==> run_1/congestion_map.png <==
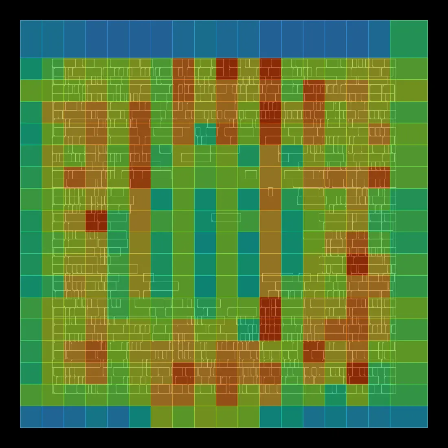
==> run_1/route_heat.png <==
Scale bar: 50 µm. 26 x 26 tiles, from black (low) to pale yellow (high), scaled to the fullest tile. Values are wire area over tile area, all layers added.
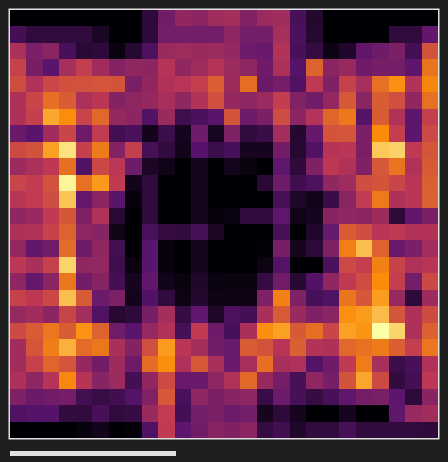
==> run_1/m1.png <==
Scale bar: 50 µm.
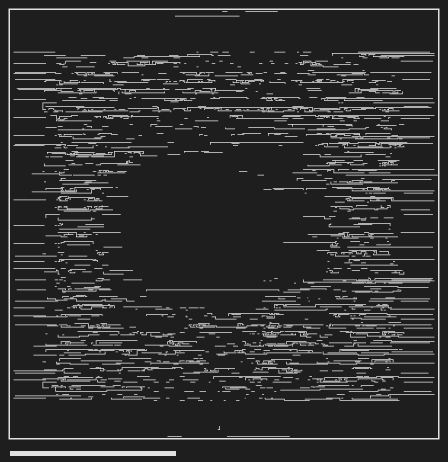
==> run_1/m2.png <==
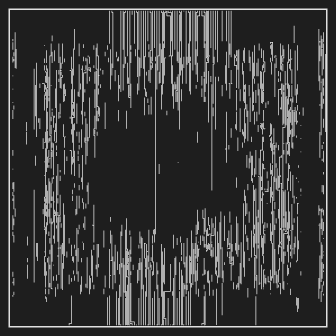
File: config.mk
export PLATFORM = sky130hd
export DESIGN_NAME = axi4_lite_master
export DESIGN_NICKNAME = d
export VERILOG_FILES = /design/src/rtl/axi4_lite_pkg.sv /design/src/rtl/skid_buffer.sv /design/src/rtl/axi4_lite_master.sv
export SDC_FILE = /design/constraint.sdc
export NUM_CORES = 1
export LEC_CHECK = 0
export ABC_AREA = 1
export CAP_MARGIN = 0
export CORE_MARGIN = 10
export CORE_UTILIZATION = 39
export DETAILED_ROUTE_END_ITERATION = 6
export PLACE_DENSITY = 0.9
export SLEW_MARGIN = 25
export SYNTH_ARGS = -nofsm -noshare
export SYNTH_HDL_FRONTEND = slang
export SYNTH_SLANG_ARGS = --single-unit
File: constraint.sdc
create_clock -name i_clock -period 1.8 [get_ports i_clock]
set_clock_uncertainty 0.05 [all_clocks]
set_input_delay 0.18 -clock i_clock [delete_from_list [all_inputs] [get_ports i_clock]]
set_output_delay 0.18 -clock i_clock [all_outputs]
set_load 0.005 [all_outputs]
File: src/rtl/axi4_lite_pkg.sv
// axi4_lite_pkg
//   Shared definitions for the AXI4-Lite initiator: response codes, the
//   protection value driven on AxPROT, and the controller state encoding.
package axi4_lite_pkg;

  localparam logic [1:0] RESP_OKAY   = 2'b00;
  localparam logic [1:0] RESP_EXOKAY = 2'b01;
  localparam logic [1:0] RESP_SLVERR = 2'b10;
  localparam logic [1:0] RESP_DECERR = 2'b11;

  localparam logic [2:0] PROT_DEFAULT = 3'b000;

  typedef enum logic [2:0] {
    IDLE    = 3'd0,
    WR_REQ  = 3'd1,
    WR_RESP = 3'd2,
    RD_REQ  = 3'd3,
    RD_RESP = 3'd4,
    RSP     = 3'd5
  } state_t;

endpackage

File: src/rtl/skid_buffer.sv
// skid_buffer
//   Valid/ready pipeline stage with a registered upstream ready. When empty
//   the data passes straight through (no added latency); when downstream
//   stalls, one beat is parked in an internal register.
// Ports:
//   i_clock, i_areset_n     clock, asynchronous active-low reset
//   i_valid/o_ready/i_data  upstream handshake and payload
//   o_valid/i_ready/o_data  downstream handshake and payload
module skid_buffer #(
  parameter int DWIDTH = 8
) (
  input  logic              i_clock,
  input  logic              i_areset_n,
  input  logic              i_valid,
  output logic              o_ready,
  input  logic [DWIDTH-1:0] i_data,
  output logic              o_valid,
  input  logic              i_ready,
  output logic [DWIDTH-1:0] o_data
);

  logic              full_q;
  logic              full_d;
  logic              ready_q;
  logic [DWIDTH-1:0] buf_q;
  logic              in_fire;

  // ready_q is 0 while in reset, so nothing is accepted until it rises.
  assign in_fire = i_valid & ready_q;
  assign o_valid = full_q | in_fire;
  assign o_data  = full_q ? buf_q : i_data;
  assign o_ready = ready_q;

  always_comb begin
    full_d = full_q;
    if (full_q) begin
      if (i_ready) full_d = 1'b0;
    end else if (in_fire && !i_ready) begin
      full_d = 1'b1;
    end
  end

  always_ff @(posedge i_clock or negedge i_areset_n) begin
    if (!i_areset_n) begin
      full_q  <= 1'b0;
      ready_q <= 1'b0;
    end else begin
      full_q  <= full_d;
      ready_q <= !full_d;
    end
  end

  // NOTE: the parked payload has no reset; it is only observed while full_q
  // is set, and full_q is reset, so resetting the data would just cost flops.
  always_ff @(posedge i_clock) begin
    if (!full_q && in_fire && !i_ready) buf_q <= i_data;
  end

endmodule

File: src/rtl/axi4_lite_master.sv
// axi4_lite_master
//   AXI4-Lite initiator: takes one command (read or write) at a time on a
//   valid/ready command port, runs it on the AXI channels and returns the
//   response on a valid/ready response port. One outstanding transaction.
// Ports:
//   i_clock, i_areset_n                      clock, async active-low reset
//   i_cmd_valid/o_cmd_ready, i_cmd_write,
//   i_cmd_addr, i_cmd_wdata, i_cmd_wstrb     command port
//   o_rsp_valid/i_rsp_ready, o_rsp_write,
//   o_rsp_rdata, o_rsp_resp                  response port
//   AW, W, B, AR, R channels                 AXI4-Lite master interface
// Configuration:
//   AXI4_LITE_MASTER_CMD_SKID_EN  when defined, commands enter through a
//   skid_buffer (registered o_cmd_ready, one command buffered while busy).
module axi4_lite_master
  import axi4_lite_pkg::*;
#(
  parameter int ADDR_WIDTH = 32,
  parameter int DATA_WIDTH = 32
) (
  input  logic                    i_clock,
  input  logic                    i_areset_n,
  input  logic                    i_cmd_valid,
  output logic                    o_cmd_ready,
  input  logic                    i_cmd_write,
  input  logic [ADDR_WIDTH-1:0]   i_cmd_addr,
  input  logic [DATA_WIDTH-1:0]   i_cmd_wdata,
  input  logic [DATA_WIDTH/8-1:0] i_cmd_wstrb,
  output logic                    o_rsp_valid,
  input  logic                    i_rsp_ready,
  output logic                    o_rsp_write,
  output logic [DATA_WIDTH-1:0]   o_rsp_rdata,
  output logic [1:0]              o_rsp_resp,
  output logic [ADDR_WIDTH-1:0]   o_awaddr,
  output logic [2:0]              o_awprot,
  output logic                    o_awvalid,
  input  logic                    i_awready,
  output logic [DATA_WIDTH-1:0]   o_wdata,
  output logic [DATA_WIDTH/8-1:0] o_wstrb,
  output logic                    o_wvalid,
  input  logic                    i_wready,
  input  logic [1:0]              i_bresp,
  input  logic                    i_bvalid,
  output logic                    o_bready,
  output logic [ADDR_WIDTH-1:0]   o_araddr,
  output logic [2:0]              o_arprot,
  output logic                    o_arvalid,
  input  logic                    i_arready,
  input  logic [DATA_WIDTH-1:0]   i_rdata,
  input  logic [1:0]              i_rresp,
  input  logic                    i_rvalid,
  output logic                    o_rready
);

  localparam int STRB_W = DATA_WIDTH / 8;

  state_t state_q, state_d;

  // Command as seen by the controller (after the optional skid stage).
  logic                  c_valid;
  logic                  c_ready;
  logic                  c_write;
  logic [ADDR_WIDTH-1:0] c_addr;
  logic [DATA_WIDTH-1:0] c_wdata;
  logic [STRB_W-1:0]     c_wstrb;
  logic                  cmd_fire;

  logic [ADDR_WIDTH-1:0] addr_q;
  logic [DATA_WIDTH-1:0] wdata_q;
  logic [STRB_W-1:0]     wstrb_q;
  logic                  aw_done_q;
  logic                  w_done_q;
  logic                  aw_fire;
  logic                  w_fire;
  logic                  rsp_write_q;
  logic [DATA_WIDTH-1:0] rsp_rdata_q;
  logic [1:0]            rsp_resp_q;

  assign c_ready  = (state_q == IDLE);
  assign cmd_fire = c_valid & c_ready;

`ifdef AXI4_LITE_MASTER_CMD_SKID_EN
  localparam int CMD_W = 1 + ADDR_WIDTH + DATA_WIDTH + STRB_W;
  logic [CMD_W-1:0] c_bus;

  skid_buffer #(.DWIDTH(CMD_W)) u_cmd_skid (
    .i_clock    (i_clock),
    .i_areset_n (i_areset_n),
    .i_valid    (i_cmd_valid),
    .o_ready    (o_cmd_ready),
    .i_data     ({i_cmd_write, i_cmd_addr, i_cmd_wdata, i_cmd_wstrb}),
    .o_valid    (c_valid),
    .i_ready    (c_ready),
    .o_data     (c_bus)
  );

  assign {c_write, c_addr, c_wdata, c_wstrb} = c_bus;
`else
  // Holds o_cmd_ready low while in reset even though the state is IDLE.
  logic live_q;

  always_ff @(posedge i_clock or negedge i_areset_n) begin
    if (!i_areset_n) live_q <= 1'b0;
    else             live_q <= 1'b1;
  end

  assign o_cmd_ready = live_q & (state_q == IDLE);
  assign c_valid     = i_cmd_valid & live_q;
  assign c_write     = i_cmd_write;
  assign c_addr      = i_cmd_addr;
  assign c_wdata     = i_cmd_wdata;
  assign c_wstrb     = i_cmd_wstrb;
`endif

  // AXI valids/readies decode straight from registered state, so an
  // asynchronous reset drops them in the same cycle.
  assign o_awvalid = (state_q == WR_REQ) & ~aw_done_q;
  assign o_wvalid  = (state_q == WR_REQ) & ~w_done_q;
  assign o_bready  = (state_q == WR_RESP);
  assign o_arvalid = (state_q == RD_REQ);
  assign o_rready  = (state_q == RD_RESP);
  assign aw_fire   = o_awvalid & i_awready;
  assign w_fire    = o_wvalid & i_wready;

  assign o_awaddr  = addr_q;
  assign o_araddr  = addr_q;
  assign o_awprot  = PROT_DEFAULT;
  assign o_arprot  = PROT_DEFAULT;
  assign o_wdata   = wdata_q;
  assign o_wstrb   = wstrb_q;

  assign o_rsp_valid = (state_q == RSP);
  assign o_rsp_write = rsp_write_q;
  assign o_rsp_rdata = rsp_rdata_q;
  assign o_rsp_resp  = rsp_resp_q;

  // NOTE: state_d gets its hold value before the case so every path assigns
  // it; a missing branch would otherwise infer a latch.
  always_comb begin
    state_d = state_q;
    case (state_q)
      IDLE:    if (cmd_fire) state_d = c_write ? WR_REQ : RD_REQ;
      WR_REQ:  if ((aw_done_q | aw_fire) & (w_done_q | w_fire)) state_d = WR_RESP;
      WR_RESP: if (i_bvalid) state_d = RSP;
      RD_REQ:  if (i_arready) state_d = RD_RESP;
      RD_RESP: if (i_rvalid) state_d = RSP;
      RSP:     if (i_rsp_ready) state_d = IDLE;
      default: state_d = IDLE;
    endcase
  end

  // NOTE: all state here updates with <= so every register samples the
  // pre-edge values; blocking = would let later statements see new values.
  always_ff @(posedge i_clock or negedge i_areset_n) begin
    if (!i_areset_n) begin
      state_q     <= IDLE;
      addr_q      <= '0;
      wdata_q     <= '0;
      wstrb_q     <= '0;
      aw_done_q   <= 1'b0;
      w_done_q    <= 1'b0;
      rsp_write_q <= 1'b0;
      rsp_rdata_q <= '0;
      rsp_resp_q  <= RESP_OKAY;
    end else begin
      state_q <= state_d;
      if (cmd_fire) begin
        addr_q    <= c_addr;
        wdata_q   <= c_wdata;
        wstrb_q   <= c_wstrb;
        aw_done_q <= 1'b0;
        w_done_q  <= 1'b0;
      end else begin
        if (aw_fire) aw_done_q <= 1'b1;
        if (w_fire)  w_done_q  <= 1'b1;
      end
      if (state_q == WR_RESP && i_bvalid) begin
        rsp_write_q <= 1'b1;
        rsp_rdata_q <= '0;
        rsp_resp_q  <= i_bresp;
      end
      if (state_q == RD_RESP && i_rvalid) begin
        rsp_write_q <= 1'b0;
        rsp_rdata_q <= i_rdata;
        rsp_resp_q  <= i_rresp;
      end
    end
  end

endmodule
==> deck_impl_summary.md, run 1 <==
Run Summary

Synth
  • Synthesized flop and latch total: 109
  • Yosys Instances: 545
  • Mapped Area: 0.004651 mm²
  • Syn Inst Count: 545
  • Compound-cell area share of the yosys netlist: 0.7533%
  • MUX share of area: 0%

Clock network
  • Clock latency on the worst-skew pair: 330 ps
  • Clk sinks: 109
  • TritonCTS clock tree: done
  • Worst-path clk slew: 70 ps
  • Clk buf depth: 2
  • CTS root buf: clkbuf_16

Final timing
  • Final setup viols: 0
  • RSZ-0062 raised after global routing: no
  • Hold_ws: around 320 ps
  • Final min period: 1642 ps
  • Final period util: 91.23%
  • Setup_tns: 0 ps
  • Slew Limit Fails: 0
  • Fmax: 609.0 MHz

Detailed routing
  • First-pass detailed-route iteration total: 4
  • DR DRC count: 0
  • Vias per cell: 4.542
  • Post-DRT Antenna Nets: 0
  • Final WL: 15260 µm

Place
  • Dpl hpwl: 11890 µm
  • Dpl ws: 137.8 ps
  • Placed Cells: 894
  • Port Buf Inserts: between 200 and 300

Layout
  • Comb gates: 364
  • # fillers: 936
  • Flop share of the area: 36.87%
  • Area added between synthesis and finish: 59.30%
  • Buffer share of cell area: 36.53%
  • Largest area class, layout: registers
  • Nonclk inv count: 16
  • Buffers outside the clock class: around 270
  • Final Non-Filler Cells: around 920
  • Layout net count: 884
  • Post-route cell area: ~0.0074 mm²
  • Antenna diodes: 0
  • Logic area: 0.001443 mm²

Critical path
  • Worst Path Buf+Inv: 3
  • Critical Path RT: 1570 ps
  • CP Data Arrival Time: 1410 ps
  • Register-to-Register Path Depth: 8
  • Crit. End Element: output port
  • CP startpoint kind: flip-flop
  • Worst reg2reg path endpoint: o_rsp_rdata[9]
  • Crit path max fanout: 6
  • CP Cell Sequence: buf_4 -> nand3_1 -> inv_2 -> dlygate4sd2_1

Floorplan
  • Io pins: roughly 260
  • Die height: 129.2 µm
  • Fp util: 40.21%
  • Die area: 0.01669 mm²
  • Die width: 129.2 µm
  • Cell Rows: 39

Run status
  • Status: finished clean

Min path
  • WHS Endpoint: o_wstrb[2]
  • Hold_sp: i_cmd_wstrb[2]

Flow run
  • Max-cap violations: 0
  • Tool warnings: 28

Power
  • Internal: 7.929 mW
  • Leakage: approximately 3.7 nW
  • Net Switching: 3.951 mW
  • Clk pwr share: between 10% and 20%
  • Sequential power share: 37.0%
  • Switch share: around 33%

Global routing
  • Gr ovfl total: 0
About congestion_map.png:
routed len/inst: 16.63 µm
M1 GR Usage: 20.01%

About route_heat.png:
tiles over half the peak: 25%
nearly empty tiles: 9.8%
emptiest ninth of the die: centre

About m1.png:
nets with wire on the layer: 782
longest straight run: 40.0 µm
wire length on this layer: 6060 µm

About m2.png:
nets with wire on the layer: 715
wire length on this layer: 7230 µm
longest straight run: 69.7 µm

[run 1: worst register-to-register path: cells and delay by family (launching register included)]
| kind | cells | cell delay, ps |
|---|---|---|
| simple gates | 5 | 500 |
| buf+inv | 3 | 490 |
| flops | 1 | 470 |
[run 1: registers in the layout (all words and copies together) (netlist names)]
name	flops
o_wstrb	4
o_rsp_resp	2
o_araddr	32
o_rsp_write	1
state_q	3
o_rsp_rdata	32
aw_done_q	1
o_wdata	32
live_q	1
w_done_q	1
[run 1: cells in the mapped netlist, drive strengths merged]
| library cell | n | area share (%) |
|---|---|---|
| o21ai | 6 | 0.65 |
| nand2 | 327 | 27 |
| a21oi | 1 | 0.11 |
| inv | 16 | 1.3 |
| buf | 61 | 9.6 |
| conb | 2 | 0.16 |
| nor2 | 12 | 1.8 |
| nor3 | 1 | 0.11 |
| dfrtp | 109 | 59 |
| nand3 | 10 | 1.1 |
[run 1: power by group through the flow]
stage          logic, mW  registers, mW  clock network (mW)
2_1_floorplan       2.20           4.37                   0
3_3_place_gp        5.40           4.39                   0
3_5_place_dp        5.56           4.44                   0
4_1_cts             5.69           4.41                1.94
5_1_grt             6.13           4.54                2.03
6_report            5.59           4.39                1.90
[run 1: kinds of logic after synthesis]
| kind of cell | after synthesis |
|---|---|
| compound gates | 7 |
| simple gates | 350 |
| other cells | 2 |
| buf+inv | 77 |
| flops | 109 |
[run 1: per-layer routing]
metal	part of all wire [%]	global-route usage, %	vias up	wire [µm]
met4	1.2	5.686	0	186
met5	0	0	-	0
li1	-	-	2035	-
met3	12	7.993	11	1788
met2	47	29.11	208	7228
met1	40	20.01	1916	6058
[run 1: timing repair]
action                                  CTS  global route
hold buffers                              1             0
buffers inserted                          7             0
resized                                  12             0
hold endpoints to repair                109             0
endpoints found under the setup margin    7             0
--- run 2 (diff from run 1) ---
Clock period 1.8 ns to 1.7 ns, I/O delays scaled along.
==> run 2 against run 1 <==
Critical path depth unchanged. Highest routed layer unchanged. Register-to-register slack lost 130 ps. Largest power group unchanged. Global-route usage barely moved. Synthesized cell count unchanged. Power is 7.3% higher. Critical endpoint is now o_arvalid. Critical path type unchanged.
==> deck_impl_summary.md, run 2 <==
Run Summary

Synth
  • Most common cell in the netlist: nand2_1
  • Synth cell count leaders: nand2_1 (324), dfrtp_1 (109), buf_4 (38)
  • Biggest area cells: dfrtp_1 (59%), nand2_1 (26%), buf_4 (6.1%)
  • Synth Flop Type: dfrtp_1
  • Mapped Area: 0.004651 mm² (unchanged)
  • Dominant cell area share: 58.65% (unchanged)
  • Synth async-reset ratio: 100.0% (unchanged)
  • Area leader, netlist: dfrtp_1
  • Syn Inst Count: 545 (unchanged)
  • Yosys Instances: 545 (unchanged)
  • Synthesized flop and latch total: 109 (unchanged)
  • Post-synth EDFFs: 0 (unchanged)

Power
  • Clk pwr share: 16.7% (+0.7 points)
  • Internal: 8.523 mW (+7.5%)
  • Clock group power: 2.12 mW (+12%)
  • Sequential power share: 36.4% (-0.6 points)
  • Comb pwr: 5.99 mW (+7.2%)
  • Leakage: 3.698 nW (about the same)
  • Main power group: combinational logic
  • Net Switching: 4.228 mW (+7.0%)
  • Power Sequential: 4.64 mW (+5.7%)
  • Switch share: 33.16% (-0.094 points)

Detailed routing
  • DR DRC count: 0 (unchanged)
  • Post-DRT Antenna Nets: 0 (unchanged)
  • WL met3: 2035 µm (+14%)
  • Metal-1 WL: 5815 µm (-4.0%)
  • Met2 wire len: 7456 µm (+3.2%)
  • Final WL: 15470 µm (+1.4%)
  • Vias per cell: 4.558 (+0.34%)
  • Routed len/inst: 16.85 µm (+1.4%)
  • Highest routed layer: met4
  • First-pass detailed-route iteration total: 6 (+2)

Layout
  • Antenna diodes: 0 (unchanged)
  • Layout net count: 884 (unchanged)
  • Area added between synthesis and finish: 60.10%
  • Top cell excl fill/tap: nand2_1
  • Post-route cell area: 0.007446 mm² (+0.51%)

Final timing
  • RSZ-0062 raised after global routing: yes
  • Fmax: 614.6 MHz
  • Final min period: 1627 ps
  • Slew Limit Fails: 0 (unchanged)
  • Hold Vio Cnt, Final: 0
  • Final setup viols: 0 (unchanged)
  • Final period util: between 90% and 100%

Floorplan
  • Die area: 0.01669 mm² (unchanged)
  • Io pins: 262 (unchanged)
  • Fp util: 40.21% (unchanged)
  • Cell Rows: 39 (unchanged)
  • Die height: 129.2 µm (unchanged)
  • Die width: 129.2 µm (unchanged)

Place
  • Dpl hpwl: 12010 µm (+0.98%)
  • Port Buf Inserts: 255 (unchanged)
  • Placed Cells: 896 (+0.22%)

Critical path
  • CP max stage cell: dfrtp_2
  • Critical Path RT: 1480 ps (-90 ps)
  • Crit. End Element: output port
  • CP startpoint kind: flip-flop
  • Worst path max stage delay: 430 ps
  • CP Data Arrival Time: 1410 ps (about the same)
  • Crit path max fanout: 4 (-2)
  • CP Cell Sequence: buf_4 -> buf_4 -> nor2_4 -> clkdlybuf4s15_2

Flow run
  • Tool warnings: 30 (+7.1%)
  • Max-cap violations: 0 (unchanged)

Clock network
  • Worst-path clk slew: 80 ps (about the same)
  • Clk buf depth: 2 (unchanged)
  • Clock latency on the worst-skew pair: 330 ps (about the same)
  • Setup Buffers After CTS: 5 (-2)
  • TritonCTS clock tree: done
  • CTS root buf: clkbuf_16
  • Count of hold-fix buffers inserted at cts: 1 (unchanged)
  • Clk sinks: 109 (unchanged)

Global routing
  • Number of global-route vias before repair: between 4000 and 5000
  • Gr ovfl total: 0 (unchanged)
  • M1 GR Usage: 19.06% (-0.95 points)

Min path
  • HP Class: primary input to flip-flop

Run status
  • Status: finished clean
==> run 2: cell types whose count changed in the layout (fill, tap and decap cells not counted), sizes merged <==
cell,delta
inv,+1
clkinv,-3
clkdlybuf4s15,+2
clkbuf,+1
dlygate4sd2,-3
bufinv,+1
clkinvlp,+1
==> run 2: cells by family after synthesis <==
| logic type | after synthesis | share of synthesized area (%) |
|---|---|---|
| DFF | 109 | 58.65 |
| AOI/OAI and AO/OA | 7 | 0.7532 |
| other | 2 | 0.1615 |
| buffers and inverters | 77 | 10.90 |
| and+or+nand+nor | 350 | 29.54 |
==> run 2: worst paths after layout <==
path / endpoint / cells after the start / from
max reg2reg: o_rsp_rdata[9] / 9 / state_q[2]
max in group asynchronous: o_araddr[7] / 3 / i_areset_n
min in group asynchronous: o_rsp_rdata[12] / 3 / i_areset_n
max: o_arvalid / 4 / state_q[2]
min reg2reg: o_rsp_write / 2 / o_rsp_write
min: o_araddr[3] / 3 / i_cmd_addr[3]
==> run 2: metrics by stage <==
step | TNS (ps) | hold WS (ps) | setup WS, ps
floorplan | 0 | -175.6 | 323.9
global placement | 0 | 237.1 | 89.08
detailed placement | 0 | 245.4 | 63.20
CTS | -3.968 | 296.2 | -3.968
global route | -6.474 | 306.3 | -3.245
finish | 0 | 305.8 | 73.05
==> run 2: critical path, delay by kind of cell, from the launching register on <==
family | cells | cell delay [ps]
AND/OR/NAND/NOR | 1 | 110
buffers and inverters | 3 | 540
flip-flops | 1 | 430
==> run 2: layout make-up <==
cell class,count,area (µm²)
Fill cell,930,4119
Tap cell,143,178.9
Sequential cell,109,2731
Inverter,16,62.56
Multi-Input combinational cell,364,1450
Timing Repair Buffer,270,2723
Clock buffer,10,229.0
Clock inverter,6,71.32
==> run_2/congestion_map.png <==
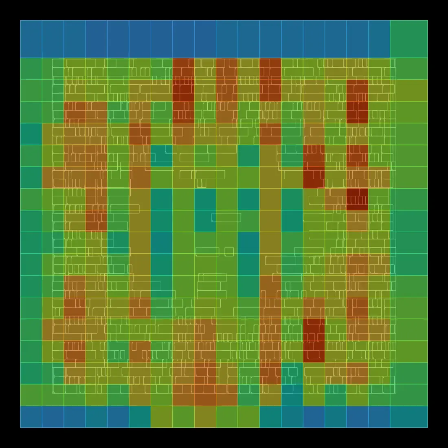
GR peak layer: met2
gr usage total: 17.62%
GR Util met3: 8.687%
met2 Usage GRT: 29.98%
Core Util, Final: 64.38%

==> run_2/m2.png <==
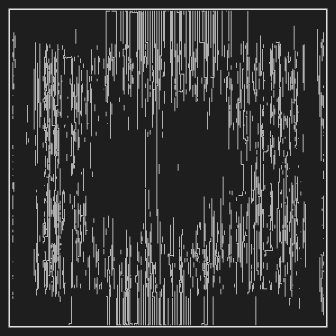
longest straight run: 53.2 µm
main direction: vertical
nets with wire on the layer: 725
share of all routed wire: 48%

--- run 3 (diff from run 2) ---
Settings changed: HOLD_SLACK_MARGIN set to 0.08.
==> run 3 against run 2 <==
Wire length did not move. Critical endpoint unchanged. Global-route usage did not move. Largest power group unchanged. Sequential power barely moved. Setup slack did not move. Worst hold slack did not move. Largest cell class unchanged. Critical path type unchanged. Clock power barely moved. Via count did not move. Power did not move. Highest routed layer unchanged. Non-clock buffer count did not move. Combinational power barely moved. Clock-buffer cell count did not move.
==> deck_impl_summary.md, run 3 <==
Run Summary

Run status
  • Status: finished clean

Detailed routing
  • Post-DRT Antenna Nets: 0 (unchanged)
  • First-pass detailed-route iteration total: 6 (unchanged)
  • Vias per cell: 4.558 (unchanged)
  • Via count: 4184
  • DR DRC count: 0 (unchanged)
  • Final WL: 15470 µm (unchanged)
  • Routed len/inst: 16.85 µm (unchanged)
  • DR iter-0 viols: 210

Power
  • Comb pwr: 5.99 mW (about the same)
  • Net Switching: 4.228 mW (unchanged)
  • Combinational power share: 47.0%
  • P per Cell Area: 1713 mW/mm²
  • Power Sequential: 4.64 mW (about the same)
  • Switch share: 33.16% (unchanged)
  • Main power group: combinational logic
  • Worst VDD drop: 0.9782 mV
  • Internal: 8.523 mW (unchanged)
  • Clock group power: 2.12 mW (about the same)
  • Clk pwr share: 16.7% (about the same)
  • Sequential power share: 36.4% (about the same)
  • Leakage: 3.698 nW (unchanged)

Synth
  • Mapped Area: 0.004651 mm² (unchanged)
  • MUX share of area: 0% (unchanged)
  • Yosys cell types: 17
  • Synth async-reset ratio: 100.0% (unchanged)
  • Biggest area cells: dfrtp_1 (59%), nand2_1 (26%), buf_4 (6.1%)
  • Dominant cell area share: 58.65% (unchanged)
  • Synth Seq Share: 58.65%
  • Dominant comb cell: simple AND/OR/NAND/NOR gates
  • Synth cell count leaders: nand2_1 (324), dfrtp_1 (109), buf_4 (38)
  • Syn Inst Count: 545 (unchanged)
  • Synthesized flop and latch total: 109 (unchanged)
  • Compound-cell area share of the yosys netlist: 0.7533% (unchanged)
  • Simple-gate area share of the yosys netlist: 29.54% (unchanged)
  • Most common cell in the netlist: nand2_1
  • Yosys warnings: 0
  • Post-synth EDFFs: 0 (unchanged)
  • XOR-XNOR Cells, Area Fraction: 0% (unchanged)
  • Syn_area_per_cell: ~8.5 µm²
  • Adder Area Share: 0% (unchanged)
  • Yosys Instances: 545 (unchanged)
  • Yosys stat chip area: 0.004651 mm²
  • Area leader, netlist: dfrtp_1
  • Synth Flop Type: dfrtp_1

Critical path
  • CP startpoint kind: flip-flop
  • Critical Path RT: 1480 ps (about the same)
  • R2r startpoint: state_q[2]
  • CP Cell Sequence: buf_4 -> buf_4 -> nor2_4 -> clkdlybuf4s15_2
  • Worst reg2reg path endpoint: o_rsp_rdata[9]
  • Most used cell, CP: buf_4
  • Crit. End Element: output port
  • CP Data Arrival Time: 1410 ps (about the same)
  • CP max stage cell: dfrtp_2
  • FF-to-FF setup slack: 100 ps
  • Crit Path Class: flip-flop to output port
  • Crit path max fanout: 4 (unchanged)
  • Worst path max stage delay: 430 ps (about the same)
  • Register-to-Register Path Depth: 9 (unchanged)

Clock network
  • Clk sinks: 109 (unchanged)
  • CTS Buf Count: 9
  • Clock latency on the worst-skew pair: 330 ps (about the same)
  • TritonCTS clock tree: done
  • CTS root buf: clkbuf_16
  • Clk buf depth: 2 (unchanged)
  • H-tree depth: 3
  • Worst-path clk slew: 80 ps (about the same)

Floorplan
  • Io pins: 262 (unchanged)
  • Die width: 129.2 µm (unchanged)
  • Fp util: 40.21% (unchanged)
  • Cell Rows: 39 (unchanged)
  • Die area: 0.01669 mm² (unchanged)
  • Die height: 129.2 µm (unchanged)
  • Core footprint: 0.01156 mm²

Place
  • Placed Cells: 896 (unchanged)
  • GP Congestion: 0.7931
  • Port Buf Inserts: 255 (unchanged)
  • Placed cell areas: 0.007084 mm²
  • Dpl ws: 63.20 ps (unchanged)
  • Dpl hpwl: 12010 µm (unchanged)

Final timing
  • Hold Vio Cnt, Final: 0 (unchanged)
  • Fmax: 614.6 MHz (unchanged)
  • Worst-Margin Slew: between 500 and 600 ps
  • Slew Limit Fails: 0 (unchanged)
  • Final min period: 1627 ps (unchanged)
  • RSZ-0062 raised after global routing: yes
  • Final period util: 95.70% (unchanged)
  • Setup_tns: 0 ps (unchanged)
  • Final WS setup: 73.05 ps (unchanged)
  • Rel. slew slack: 61.92%
  • Final setup viols: 0 (unchanged)

Min path
  • Hold_sp: i_cmd_addr[3]
  • WHS Endpoint: o_araddr[3]
  • HP Class: primary input to flip-flop
  • Hold path depth: 3 (unchanged)

Global routing
  • Gr ovfl total: 0 (unchanged)
  • Largest net degree at the start of global routing: between 100 and 150
  • Gr usage total: 17.62% (unchanged)
  • First-pass GRT wire length: 23090 µm
  • Initial antenna violation count: 0
  • Number of global-route vias before repair: 4241 (unchanged)

Layout
  • Layout net count: 884 (unchanged)
  • Post-route cell area: 0.007446 mm² (unchanged)
  • Share of post-route cells with drive strength above 1: 6.452%
  • Area added between synthesis and finish: 60.10% (unchanged)
  • Top Layout Cells: nand2_1 (323), clkdlybuf4s50_1 (247), dfrtp_1 (106), nand3_1 (10), inv_1 (10)
  • Antenna diodes: 0 (unchanged)
  • Top cell excl fill/tap: nand2_1
  • Final Non-Filler Cells: 918

Flow run
  • Tool warnings: 30 (unchanged)
  • Max-cap violations: 0 (unchanged)
run 3: cell type report:
cell class | instances | area (µm²)
timing repair buffer | 270 | 2723
tap | 143 | 178.9
sequential | 109 | 2731
fill | 930 | 4119
inverter | 16 | 62.56
multi-input combinational | 364 | 1450
clock inverter | 6 | 71.32
clock buffer | 10 | 229.0
run 3: how the worst max path moves through the flow:
stage               start               to  depth (start not counted)
3_3_place_gp   state_q[1]         o_rready                          5
4_1_cts        state_q[2]        o_arvalid                          4
6_report       state_q[2]        o_arvalid                          4
3_5_place_dp   state_q[1]         o_rready                          5
2_1_floorplan  state_q[1]  o_rsp_rdata[10]                         10
5_1_grt        state_q[2]   o_rsp_rdata[9]                          9
run 3: worst max-delay path, delay by kind of cell, from the launching register on:
kind,cells,cell delay [ps]
buffers and inverters,3,540
flip-flops,1,430
AND/OR/NAND/NOR,1,110
run 3: layer usage:
layer	global-route usage (%)	wire, µm	vias to the layer above	share of wire (%)
met1	19.06	5815	1944	38
met4	5.017	165	0	1.1
li1	-	-	2034	-
met5	0	0	-	0
met2	29.98	7456	195	48
met3	8.687	2035	11	13
run 3: metrics by stage:
step	power, mW	util, %	hold slack (ps)
floorplan	6.948	-	-175.6
global placement	10.41	61.26	237.1
detailed placement	10.64	61.26	245.4
CTS	12.91	64.35	296.2
global route	13.64	64.38	306.3
finish	12.75	64.38	305.8
run 3: timing repair:
action / 4_1_cts / 5_1_grt
buffers inserted: 5 / 0
hold buffers: 1 / 0
endpoints found under the setup margin: 7 / 3
hold endpoints to repair: 109 / 0
pin swaps: 2 / 0
gates resized: 16 / 4
==> run_3/m2.png <==
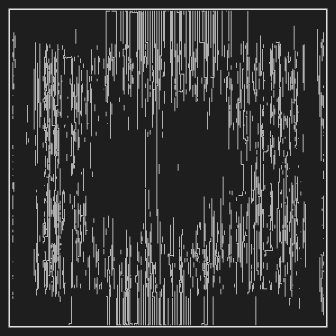
main direction: vertical
wire length on this layer: 7460 µm
nets with wire on the layer: 725
share of all routed wire: 48%
longest straight run: 53.2 µm

==> run_3/route_heat.png <==
Scale bar: 50 µm. 26 x 26 tiles, from black (low) to pale yellow (high), scaled to the fullest tile. Values are wire area over tile area, all layers added.
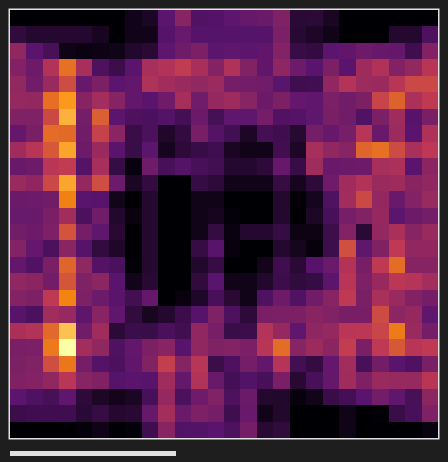
emptiest ninth of the die: centre
nearly empty tiles: 10%
densest ninth of the die: east
tiles over half the peak: 7.7%
mean over tiles: 0.16
fullest tile: 0.59

Power figures rest on the tool's default switching activity, not on a simulated workload.
